run_1/layer_met1.png
Drawn at 4 px/um. Supply wires on this layer in grey.
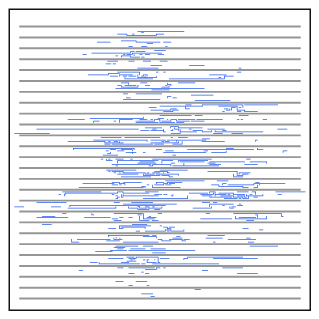
run_1/layer_met2.png
Drawn at 4 px/um. Cells faint in the background.
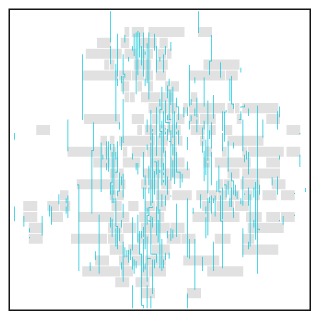
run_1/layer_met3.png
Drawn at 4 px/um.
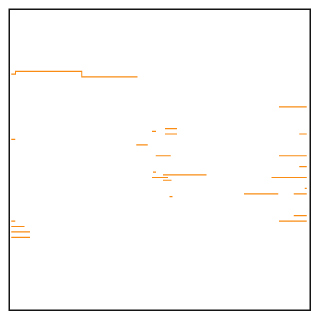
run_1/io_placement.png
Drawn at 4 px/um. Pins as bars across the die edge, other pins in grey.
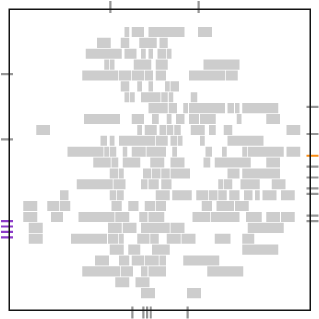
--- src/rtl/vend_pkg.sv ---
// Shared vending-machine definitions: one-hot credit codes and dispenser state encodings.
package vend_pkg;

    localparam logic [3:0] S0  = 4'b1000;
    localparam logic [3:0] S5  = 4'b0100;
    localparam logic [3:0] S10 = 4'b0010;
    localparam logic [3:0] S15 = 4'b0001;

    typedef enum logic [2:0] {
        IDLE,
        DECIDE,
        DIME,
        NIC,
        GAP,
        DONE,
        ERR
    } state_t;

    // Credit in nickel units; anything not one-hot pays nothing.
    function automatic logic [1:0] credit_to_rem(input logic [3:0] credit);
        case (credit)
            S5:      return 2'd1;
            S10:     return 2'd2;
            S15:     return 2'd3;
            default: return 2'd0;
        endcase
    endfunction

endpackage

--- src/rtl/change_dispenser_pulse_timer.sv ---
// Down-counter shared by solenoid pulse and inter-pulse gap timing.
module pulse_timer #(
    parameter int W = 3
) (
    input  logic         clk,
    input  logic         rst,
    input  logic         start,
    input  logic [W-1:0] load,
    output logic         expired
);

    logic [W-1:0] cnt;

    // Loading N-1 keeps the caller in its state for exactly N cycles.
    always_ff @(posedge clk or posedge rst) begin
        if (rst)
            cnt <= '0;
        else if (start)
            cnt <= load;
        else if (cnt != '0)
            cnt <= cnt - 1'b1;
    end

    assign expired = (cnt == '0);

endmodule

--- src/rtl/change_dispenser.sv ---
// Coin-return controller: pays one-hot credit as dimes then nickels, tracks hopper inventory.
module change_dispenser
    import vend_pkg::*;
#(
    parameter int PULSE_LEN = 4,
    parameter int GAP_LEN   = 4,
    parameter int CNT_W     = 4,
    parameter int INIT_NIC  = 8,
    parameter int INIT_DIM  = 8
) (
    input  logic             clk,
    input  logic             rst,
    input  logic             ch,
    input  logic [3:0]       credit,
    input  logic             refill_nic,
    input  logic             refill_dim,
    output logic             nic_out,
    output logic             dim_out,
    output logic             busy,
    output logic             done,
    output logic             err,
    output logic [CNT_W-1:0] nic_cnt,
    output logic [CNT_W-1:0] dim_cnt
);

    localparam int MAX_LEN = (PULSE_LEN > GAP_LEN) ? PULSE_LEN : GAP_LEN;
    localparam int TW      = $clog2(MAX_LEN + 1);
    localparam logic [TW-1:0]    PULSE_LOAD = TW'(PULSE_LEN - 1);
    localparam logic [TW-1:0]    GAP_LOAD   = TW'(GAP_LEN - 1);
    localparam logic [CNT_W-1:0] CNT_MAX    = '1;
    localparam logic [CNT_W-1:0] NIC_RST    = CNT_W'(INIT_NIC);
    localparam logic [CNT_W-1:0] DIM_RST    = CNT_W'(INIT_DIM);

    state_t        state;
    logic [1:0]    rem;
    logic          ch_d;
    logic          start;
    logic          take_dim;
    logic          take_nic;
    logic          timer_start;
    logic [TW-1:0] timer_load;
    logic          expired;

    always_comb begin
        start    = ch & ~ch_d & (state == IDLE);
        take_dim = (state == DECIDE) && (rem >= 2'd2) && (dim_cnt != '0);
        // Dime shortfall drops through to nickels for the same amount.
        take_nic = (state == DECIDE) && !take_dim && (rem != 2'd0) && (nic_cnt != '0);
        timer_start = take_dim | take_nic |
                      (((state == DIME) || (state == NIC)) && expired);
        timer_load  = (take_dim | take_nic) ? PULSE_LOAD : GAP_LOAD;
    end

    pulse_timer #(.W(TW)) u_timer (
        .clk     (clk),
        .rst     (rst),
        .start   (timer_start),
        .load    (timer_load),
        .expired (expired)
    );

    always_ff @(posedge clk or posedge rst) begin
        if (rst) begin
            state   <= IDLE;
            rem     <= 2'd0;
            ch_d    <= 1'b0;
            nic_out <= 1'b0;
            dim_out <= 1'b0;
            busy    <= 1'b0;
            done    <= 1'b0;
            err     <= 1'b0;
        end else begin
            ch_d <= ch;
            done <= 1'b0;
            case (state)
                IDLE: begin
                    if (start) begin
                        rem   <= credit_to_rem(credit);
                        err   <= 1'b0;
                        busy  <= 1'b1;
                        state <= DECIDE;
                    end
                end
                DECIDE: begin
                    if (rem == 2'd0) begin
                        done  <= 1'b1;
                        state <= DONE;
                    end else if (take_dim) begin
                        rem     <= rem - 2'd2;
                        dim_out <= 1'b1;
                        state   <= DIME;
                    end else if (take_nic) begin
                        rem     <= rem - 2'd1;
                        nic_out <= 1'b1;
                        state   <= NIC;
                    end else begin
                        err   <= 1'b1;
                        state <= ERR;
                    end
                end
                DIME, NIC: begin
                    if (expired) begin
                        dim_out <= 1'b0;
                        nic_out <= 1'b0;
                        state   <= GAP;
                    end
                end
                GAP: begin
                    if (expired)
                        state <= DECIDE;
                end
                DONE, ERR: begin
                    busy  <= 1'b0;
                    state <= IDLE;
                end
                default: begin
                    dim_out <= 1'b0;
                    nic_out <= 1'b0;
                    busy    <= 1'b0;
                    state   <= IDLE;
                end
            endcase
        end
    end

    // A refill landing on the same cycle as a payout cancels it out.
    always_ff @(posedge clk or posedge rst) begin
        if (rst) begin
            nic_cnt <= NIC_RST;
            dim_cnt <= DIM_RST;
        end else begin
            if (refill_nic && !take_nic) begin
                if (nic_cnt != CNT_MAX)
                    nic_cnt <= nic_cnt + 1'b1;
            end else if (take_nic && !refill_nic) begin
                nic_cnt <= nic_cnt - 1'b1;
            end

            if (refill_dim && !take_dim) begin
                if (dim_cnt != CNT_MAX)
                    dim_cnt <= dim_cnt + 1'b1;
            end else if (take_dim && !refill_dim) begin
                dim_cnt <= dim_cnt - 1'b1;
            end
        end
    end

endmodule

--- config.mk ---
export PLATFORM = sky130hd
export DESIGN_NAME = change_dispenser
export DESIGN_NICKNAME = d
export VERILOG_FILES = /design/src/rtl/vend_pkg.sv /design/src/rtl/change_dispenser_pulse_timer.sv /design/src/rtl/change_dispenser.sv
export SDC_FILE = /design/constraint.sdc
export NUM_CORES = 1
export LEC_CHECK = 0
export CAP_MARGIN = 20
export CORE_MARGIN = 2
export CORE_UTILIZATION = 30
export CTS_BUF_LIST = sky130_fd_sc_hd__clkbuf_2 sky130_fd_sc_hd__clkbuf_4 sky130_fd_sc_hd__clkbuf_8
export DETAILED_ROUTE_END_ITERATION = 8
export MAX_ROUTING_LAYER = met4
export SLEW_MARGIN = 10
export SYNTH_ARGS = -nofsm -noshare
export SYNTH_HDL_FRONTEND = slang
export SYNTH_HIERARCHICAL = 1
export SYNTH_SLANG_ARGS = --single-unit
--- constraint.sdc ---
create_clock -name clk -period 8.71 [get_ports clk]
set_input_delay 0.871 -clock clk [delete_from_list [all_inputs] [get_ports clk]]
set_output_delay 0.871 -clock clk [all_outputs]
set_load 0.05 [all_outputs]
==> results.yml, run 1 <==
# flow metrics
drt:
  first_pass_iters: 4
  wl_mm: 3.03
  routedWlPerCell_um: 12.4
  drc: 0
power_and_ir_drop:
  design_power_total_w: 0.000776
  leakage_nw: 0.807
setup_path:
  critical_path.max_fanout: 5
  cpMostUsedCell: "ha_1"
  timing.rr.end: "nic_cnt[3]"
  crit_path_end: "nic_cnt[3]"
  r2r_setup_slack_ns: 5.78
  start_kind: "flop"
  critical_path_cell_count: 10
  criticalPathCategory: "reg2reg"
  cp_num_buf_inv: 1
  cp.arrival_ns: 3.13
  cp.required_ns: 8.91
hold_path:
  holdCritPathClass: "reg2reg"
  whs_path_depth: 2
clock_tree:
  cts_sinks: 22
  cts_buffer_depth: 2
  ctsHoldBuffers: 0
  cts_tree: "built"
  root_buffer: "clkbuf_8"
sta:
  setup_ws_ns: 5.78
  finalSetupViolations: 0
  min_period_ns: 2.93
  relSlewSlack: 0.501
  clock_skew_ns: 0.00557
  rsz0062_at_grt: "false"
  fin_setup_tns_ns: 0
  timing.final.crit_share: 0.336
  worst_pin_slew_ns: 0.748
synth:
  synth_cell_type_count: 54
  avgSynthCellArea_um2: 9.72
  syn_area_mm2: 0.00151
  xor_share: 0.0407
  ys_warn_count: 6
  yosysCellCount: 155
  ff_type: "dfrtp_1"
grt:
  grt.total_usage: 0.124
  grt_pass1_wl_mm: 5.26
  antenna_found_initial: 0
placed_design:
  hpwlAfterDp_mm: 2.30
  dp_cells: 240
  dp_slack_ns: 5.80
die:
  die_x_um: 74.9
  fp_util: 0.315
  core_area_mm2: 0.00479
flow_run:
  tool_warnings: 28
status:
  status: "complete, no violations"
final_layout:
  insertedDiodeCount: 0
  fill_cells: 491
  drive_gt1_frac: 0.0904
  stdcell_count: 244
About layer_met1.png:
wire length on this layer = 1,530 um
longest straight run = 25.5 um
nets with wire on the layer = 173
share of all routed wire = 50%

About layer_met2.png:
wire length on this layer = 1,340 um
nets with wire on the layer = 164
share of all routed wire = 44%
main direction = vertical

About layer_met3.png:
share of all routed wire = 4.0%
longest straight run = 16.6 um
wire length on this layer = 121 um

About io_placement.png:
credit -> purple  # pins 4, direction input, edge west
err -> orange  # pins 1, direction output, edge east

[run 1: layout make-up]
cell class	instances	area, um^2	area share
clock buffer	4	55.1	0.0298
inverter	15	56.3	0.0305
sequential	22	553	0.299
timing repair buffer	22	218	0.118
multi-input combinational	114	882	0.477
tap	67	83.8	0.0454
[run 1: power breakdown]
group	internal, W	switching [W]
clock	0.0000403	0.0000348
combinational	0.000202	0.000273
sequential	0.000156	0.0000697
total	0.000398	0.000378
[run 1: sequential cells by signal (all words and copies together) (netlist names)]
register / cells
busy: 1
nic_out: 1
dim_cnt: 4
u_timer/cnt: 3
ch_d: 1
state: 3
done: 1
dim_out: 1
rem: 2
nic_cnt: 4
err: 1
[run 1: per-layer routing]
layer | vias up | share of wire | global-route usage | wire length, um
met5 | - | 0 | - | 0
met4 | 0 | 0.012 | 0.0357 | 37
met3 | 6 | 0.040 | 0.0161 | 121
met2 | 31 | 0.44 | 0.181 | 1340
met1 | 580 | 0.50 | 0.179 | 1530
li1 | 608 | - | - | -
[run 1: cell usage after synthesis, types with 2 or more instances]
| master | number | area, um^2 |
|---|---|---|
| a21boi_0 | 2 | 15.0 |
| a21oi_1 | 8 | 40.0 |
| clkbuf_1 | 4 | 15.0 |
| conb_1 | 2 | 7.51 |
| dfrtp_1 | 20 | 500 |
| dfstp_2 | 2 | 52.6 |
| fa_1 | 2 | 40.0 |
| ha_1 | 8 | 100 |
| inv_1 | 15 | 56.3 |
| mux2_1 | 2 | 22.5 |
| mux2i_1 | 10 | 100 |
| nand2_1 | 7 | 26.3 |
| nand2b_1 | 2 | 12.5 |
| nand3_1 | 4 | 20.0 |
| nand4_1 | 2 | 12.5 |
| nor2_1 | 4 | 15.0 |
| nor2b_1 | 3 | 18.8 |
| nor4_1 | 4 | 25.0 |
| nor4b_1 | 2 | 17.5 |
| o21ai_0 | 7 | 35.0 |
| o31ai_1 | 3 | 22.5 |
| or3_1 | 4 | 25.0 |
| or3b_2 | 2 | 17.5 |
| xnor2_1 | 4 | 35.0 |
| xor2_1 | 3 | 26.3 |
[run 1: logic make-up (layout without fill, tap and decap cells)]
group / Yosys count / count (layout)
xor gates and xnor gates: 7 / 7
AOI/OAI and AO/OA: 36 / 36
other: 2 / 3
muxes: 14 / 14
DFF: 22 / 22
adders and majority gates: 10 / 10
buffers and inverters: 20 / 41
and+or+nand+nor: 44 / 44
[run 1: cells in the final DEF, fill, tap and decap left out, types with 7 or more instances in the layout]
| cell type | netlist | final |
|---|---|---|
| nand2_1 | 7 | 7 |
| o21ai_0 | 7 | 7 |
| mux2i_1 | 10 | 10 |
| inv_1 | 15 | 15 |
| clkdlybuf4s50_1 | 0 | 21 |
| a21oi_1 | 8 | 8 |
| dfrtp_1 | 20 | 20 |
| ha_1 | 8 | 8 |
[run 1: stage by stage]
stage	cell area (um^2)	hold WS, ns	util
after global routing	1850	0.524	0.386
after global placement	1790	0.469	0.375
after detailed placement	1790	0.483	0.375
final	1850	0.495	0.386
after CTS	1850	0.503	0.386
after floorplan	1510	0.497	-
run_1/placement.png
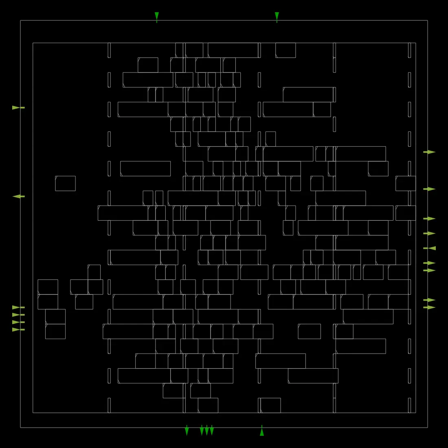

## Run 2: what changed since run 1
==> constraint.sdc (replaced) <==
create_clock -name clk -period 2.5 [get_ports clk]
set_input_delay 0.25 -clock clk [delete_from_list [all_inputs] [get_ports clk]]
set_output_delay 0.25 -clock clk [all_outputs]
set_load 0.05 [all_outputs]
run_2/placement.png
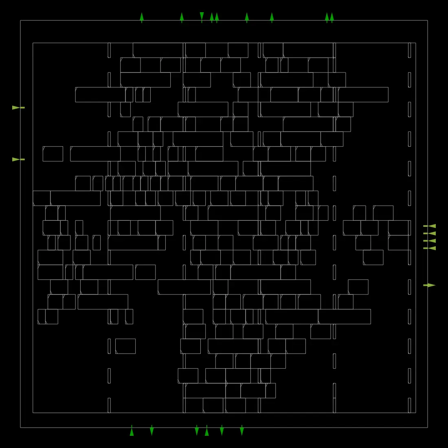
Core Util, Final: 0.438
Core Region: 0.00479 mm^2
Layout Cells excl Fill: 269
registers: 22
num tapcells: 67

==> results.yml, run 2 <==
# flow metrics
status:
  status: "complete, but fails checks"
  violations: "setup timing"
setup_path:
  cpMostUsedCell: "ha_4"
  critical_path.max_fanout: 3
  cp_num_buf_inv: 1
  critical_path_cell_count: 10
  timing.rr.end: "nic_cnt[3]"
  criticalPathCategory: "reg2reg"
  cp.required_ns: 2.69
  r2r_setup_slack_ns: -0.04
  cp.arrival_ns: 2.73
  reg2reg_from: "rem[0]"
  start_kind: "flop"
power_and_ir_drop:
  leakage_nw: 0.925
  ir_worst_vdd_v: 0.000590
sta:
  clock_skew_ns: 0.000881
  finalSetupViolations: 1
  worst_pin_slew_ns: 0.801
  relSlewSlack: 0.466
  setup_ws_ns: -0.0395
  whs_ns: 0.175
  rsz0062_at_grt: "true"
  timing.final.crit_share: 1.02
synth:
  largest_area_cell: "dfrtp_1"
  edf_count: 0
  ff_type: "dfrtp_1"
  yosysCellCount: 155
  synth_cell_type_count: 54
  yosysMostFrequentCell: "dfrtp_1"
  synth_top_area_share: 0.332
  area_leaders: "dfrtp_1 33%, ha_1 6.6%, mux2i_1 6.6%"
  common_cells: "20 x dfrtp_1, 15 x inv_1, 10 x mux2i_1"
  ys_warn_count: 6
  syn_area_mm2: 0.00151
  avgSynthCellArea_um2: 9.72
flow_run:
  tool_warnings: 31
placed_design:
  dp_cells: 264
  hpwlAfterDp_mm: 2.66
  place_area_mm2: 0.00200
  dp_slack_ns: -0.0915
drt:
  vias_per_cell: 4.75
  drc: 0
  wl_mm: 3.43
  routedWlPerCell_um: 12.7
  drtIter0Drc: 50
  first_pass_iters: 4
clock_tree:
  root_buffer: "clkbuf_8"
  cts_tree: "built"
  cts_sinks: 22
  cts_buffer_depth: 2
hold_path:
  holdCritPathClass: "in2async"
grt:
  antenna_found_initial: 0
  grt_pass1_wl_mm: 5.89
  grt.total_usage: 0.138
final_layout:
  final_area_mm2: 0.00210
  lay_top_count: "buf_4"
  drive_gt1_frac: 0.248
  top_regs: "dim_cnt (4), nic_cnt (4)"
  final_layout_top_logic_cells: "26 x buf_4, 21 x clkdlybuf4s50_1, 18 x dfrtp_1"
  fill_cells: 486
die:
  die_h_um: 74.9
  die_x_um: 74.9
  fp_util: 0.315
  ios: 22
==> run 2: cells by family after synthesis <==
kind of cell,count (synthesis),share of synthesized area
AND/OR/NAND/NOR,44,0.184
AND-OR/OR-AND,36,0.163
flip-flops,22,0.367
buffers and inverters,20,0.0498
multiplexers,14,0.0980
adder cells (fa/ha/maj),10,0.0930
XOR/XNOR,7,0.0407
other,2,0.00499
==> run 2: worst max-delay path by stage <==
stage	start	endpoint	slack, ns
global route	rem[0]	nic_cnt[3]	-0.16
CTS	rem[0]	nic_cnt[3]	-0.06
finish	rem[0]	nic_cnt[3]	-0.04
floorplan	dim_cnt[0]	nic_cnt[3]	-0.15
detailed placement	rem[0]	nic_cnt[3]	-0.09
global placement	rem[0]	nic_cnt[3]	-0.05
==> run 2: what timing repair did <==
action | CTS | global route
resized | 3 | 4
setup buffers | 0 | 1
pin swaps | 2 | 2
hold buffers | 0 | 0
setup endpoints to repair | 1 | 2
==> run 2: worst register-to-register path, cell delays in order (launching register included) <==
cell and delay, ns:
dfrtp_1 0.37, inv_2 0.06, ha_4 0.16, or4b_4 0.48, a211o_4 0.29, nand2_4 0.09
ha_4 0.21, and3_4 0.16, or3_1 0.34, mux2i_1 0.15, xor2_1 0.16
==> run 2: stage by stage <==
step                setup TNS (ns)  power (W)
floorplan                   -0.259    0.00205
global placement           -0.0463    0.00275
detailed placement         -0.0915    0.00277
CTS                        -0.0583    0.00307
global route                -0.156    0.00335
finish                     -0.0395    0.00308
==> run 2: report_power, final <==
group | total (W) | internal (W) | switching, W
Clock | 0.000258 | 0.000140 | 0.000117
Combinational | 0.00215 | 0.000982 | 0.00117
Sequential | 0.000670 | 0.000549 | 0.000122
==> run 2: per-layer routing <==
metal  global-route usage  wire length [um]
met1                0.189              1680
met5                    -                 0
met2                0.218              1640
met4               0.0298                 5
met3               0.0201                94
==> run 2: cell type report <==
class / instances / area [um^2] / share of cell area
Clock buffer: 4 / 55.1 / 0.0262
Inverter: 15 / 56.3 / 0.0268
Multi-Input combinational cell: 114 / 942 / 0.449
Sequential cell: 22 / 556 / 0.265
Tap cell: 67 / 83.8 / 0.0400
Timing Repair Buffer: 47 / 405 / 0.193
run_2/layer_met3.png
Drawn at 4 px/um.
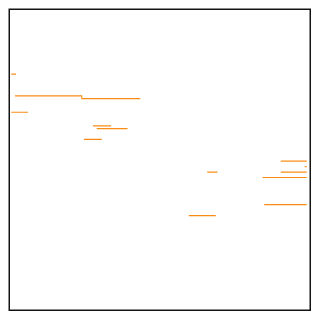

## Run 3: what changed since run 2
--- a/config.mk
+++ b/config.mk
@@ -10,7 +10,10 @@
 export CORE_UTILIZATION = 30
 export CTS_BUF_LIST = sky130_fd_sc_hd__clkbuf_2 sky130_fd_sc_hd__clkbuf_4 sky130_fd_sc_hd__clkbuf_8
 export DETAILED_ROUTE_END_ITERATION = 8
+export DONT_BUFFER_PORTS = 1
 export MAX_ROUTING_LAYER = met4
+export PLACE_DENSITY = 0.48
+export REMOVE_ABC_BUFFERS = 1
 export SLEW_MARGIN = 10
 export SYNTH_ARGS = -nofsm -noshare
 export SYNTH_HDL_FRONTEND = slang
run_3/layer_met3.png
Drawn at 4 px/um.
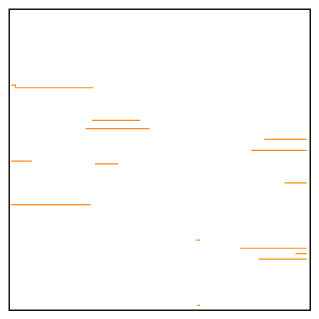
longest straight run = 19.6 um
wire length on this layer = 139 um
share of all routed wire = 3.6%
nets with wire on the layer = 12
main direction = horizontal

==> results.yml, run 3 <==
# flow metrics
sta:
  clock_skew_ns: 0.00625
  rsz0062_at_grt: "true"
  whs_ns: 0.0129
  maxSlewViolCount: 0
  relSlewSlack: 0.483
  min_period_ns: 2.60
  timing.final.crit_share: 1.04
  max_freq_ghz: 0.385
  setup_ws_ns: -0.0981
  worst_pin_slew_ns: 0.775
  final_hold_viol_count: 0
  finalSetupViolations: 1
placed_design:
  place_area_mm2: 0.00179
  dp_slack_ns: -0.183
  hpwlAfterDp_mm: 2.97
  io_buffers: 0
  dp_cells: 247
drt:
  drc: 0
  routedWlPerCell_um: 15.1
  vias_per_cell: 5.02
  first_pass_iters: 4
  drtIter0Drc: 47
  wl_mm: 3.84
hold_path:
  holdCritPathClass: "in2async"
grt:
  grt_pass1_wl_mm: 6.67
  antenna_found_initial: 0
  grt.total_usage: 0.157
status:
  status: "complete, but fails checks"
  violations: "setup timing"
synth:
  synth_top_area_share: 0.332
  largest_area_cell: "dfrtp_1"
  synth_cell_type_count: 54
  syn_area_mm2: 0.00151
  area_leaders: "dfrtp_1 33%, ha_1 6.6%, mux2i_1 6.6%"
  common_cells: "20 x dfrtp_1, 15 x inv_1, 10 x mux2i_1"
  ys_warn_count: 6
  avgSynthCellArea_um2: 9.72
  edf_count: 0
  yosysMostFrequentCell: "dfrtp_1"
  ff_type: "dfrtp_1"
  yosysCellCount: 155
final_layout:
  final_layout_top_logic_cells: "30 x buf_4, 20 x dfrtp_1, 13 x inv_1"
  top_regs: "dim_cnt (4), nic_cnt (4)"
  stdcell_count: 254
  final_area_mm2: 0.00197
  drive_gt1_frac: 0.305
  fill_cells: 475
  insertedDiodeCount: 0
  lay_top_count: "buf_4"
clock_tree:
  cts_tree: "built"
  root_buffer: "clkbuf_8"
  cts_sinks: 22
  cts_buffer_depth: 2
  worstSkewPairLatency_ns: 0.26
die:
  ios: 22
  core_area_mm2: 0.00479
  fp_util: 0.315
  die_h_um: 74.9
  die_x_um: 74.9
power_and_ir_drop:
  power_frac_comb: 0.657
  cellPowerDensity_mw_per_mm2: 1530
  switching_power_w: 0.00146
  seq_power_share: 0.258
  clkPwrFrac: 0.085
  p_int_w: 0.00155
  leakage_nw: 0.874
  ir_worst_vdd_v: 0.000544
  swShare: 0.486
setup_path:
  slowest_delay_ns: 0.48
  start_kind: "flop"
  cp.required_ns: 2.70
  criticalPathCategory: "reg2reg"
  critical_path.max_fanout: 3
  cpMostUsedCell: "ha_4"
  cp_num_buf_inv: 1
  cp.arrival_ns: 2.79
  worstPathCellList: "inv_2 > ha_4 > or4b_4 > a211o_4 > nand2_4 > ha_4 > and3_4 > or3_1 > mux2i_1 > xor2_1"
flow_run:
  tool_warnings: 29
-- run 3: path summary, 6_finish.rpt --
check / from / end / slack, ns / cells after the start
min: rst / ch_d / 0.01 / 1
max reg2reg: rem[1] / nic_cnt[3] / -0.1 / 10
max: rem[1] / nic_cnt[3] / -0.1 / 10
min reg2reg: rem[0] / rem[0] / 0.63 / 2
max in group asynchronous: rst / nic_out / 2.00 / 1
min in group clk: refill_dim / dim_cnt[1] / 0.08 / 1
-- run 3: cells by family (layout without fill, tap and decap cells) --
| group | count (synthesis) | count (layout) | synth area share |
|---|---|---|---|
| flops | 22 | 22 | 0.367 |
| simple gates | 44 | 44 | 0.184 |
| fa+ha+maj | 10 | 10 | 0.0930 |
| buf+inv | 20 | 51 | 0.0498 |
| compound gates | 36 | 36 | 0.163 |
| other cells | 2 | 3 | 0.00499 |
| mux | 14 | 14 | 0.0980 |
| xor+xnor | 7 | 7 | 0.0407 |
-- run 3: layout make-up --
class                   count  area [um^2]  share of cell area
flip-flops and latches     22          553               0.280
repair buffers             32          245               0.124
well taps                  67         83.8              0.0425
multi-input cells         114          980               0.497
inverters                  15         56.3              0.0285
clock buffers               4         55.1              0.0279
-- run 3: metal layers --
layer / share of wire / track usage / up-vias / wire length [um]
met5: 0 / - / - / 0
li1: - / - / 626 / -
met3: 0.036 / 0.0388 / 4 / 138
met4: 0.0063 / 0.0377 / 0 / 24
met1: 0.44 / 0.191 / 630 / 1690
met2: 0.52 / 0.263 / 15 / 1980
-- run 3: power groups by stage --
| stage | registers [W] | clock network [W] | logic, W |
|---|---|---|---|
| 4_1_cts | 0.000779 | 0.000270 | 0.00192 |
| 5_1_grt | 0.000803 | 0.000283 | 0.00218 |
| 3_5_place_dp | 0.000784 | 0 | 0.00183 |
| 2_1_floorplan | 0.00110 | 0 | 0.000900 |
| 6_report | 0.000776 | 0.000255 | 0.00198 |
| 3_3_place_gp | 0.000774 | 0 | 0.00177 |
-- run 3: metrics by stage --
step           setup TNS, ns   util  total power (W)
2_1_floorplan         -0.724      -          0.00200
3_3_place_gp          -0.130  0.375          0.00254
3_5_place_dp          -0.223  0.375          0.00261
4_1_cts              -0.0536  0.404          0.00297
5_1_grt               -0.189  0.412          0.00326
6_report             -0.0981  0.412          0.00301
-- run 3: timing repair --
item | CTS | global route
gates cloned | 0 | 0
hold buffers | 2 | 0
buffers inserted | 0 | 1
setup endpoints to repair | 2 | 5
endpoints found under the hold margin | 4 | 0
pin swaps | 1 | 2
resized | 12 | 6
Power and IR drop assume default switching activity.
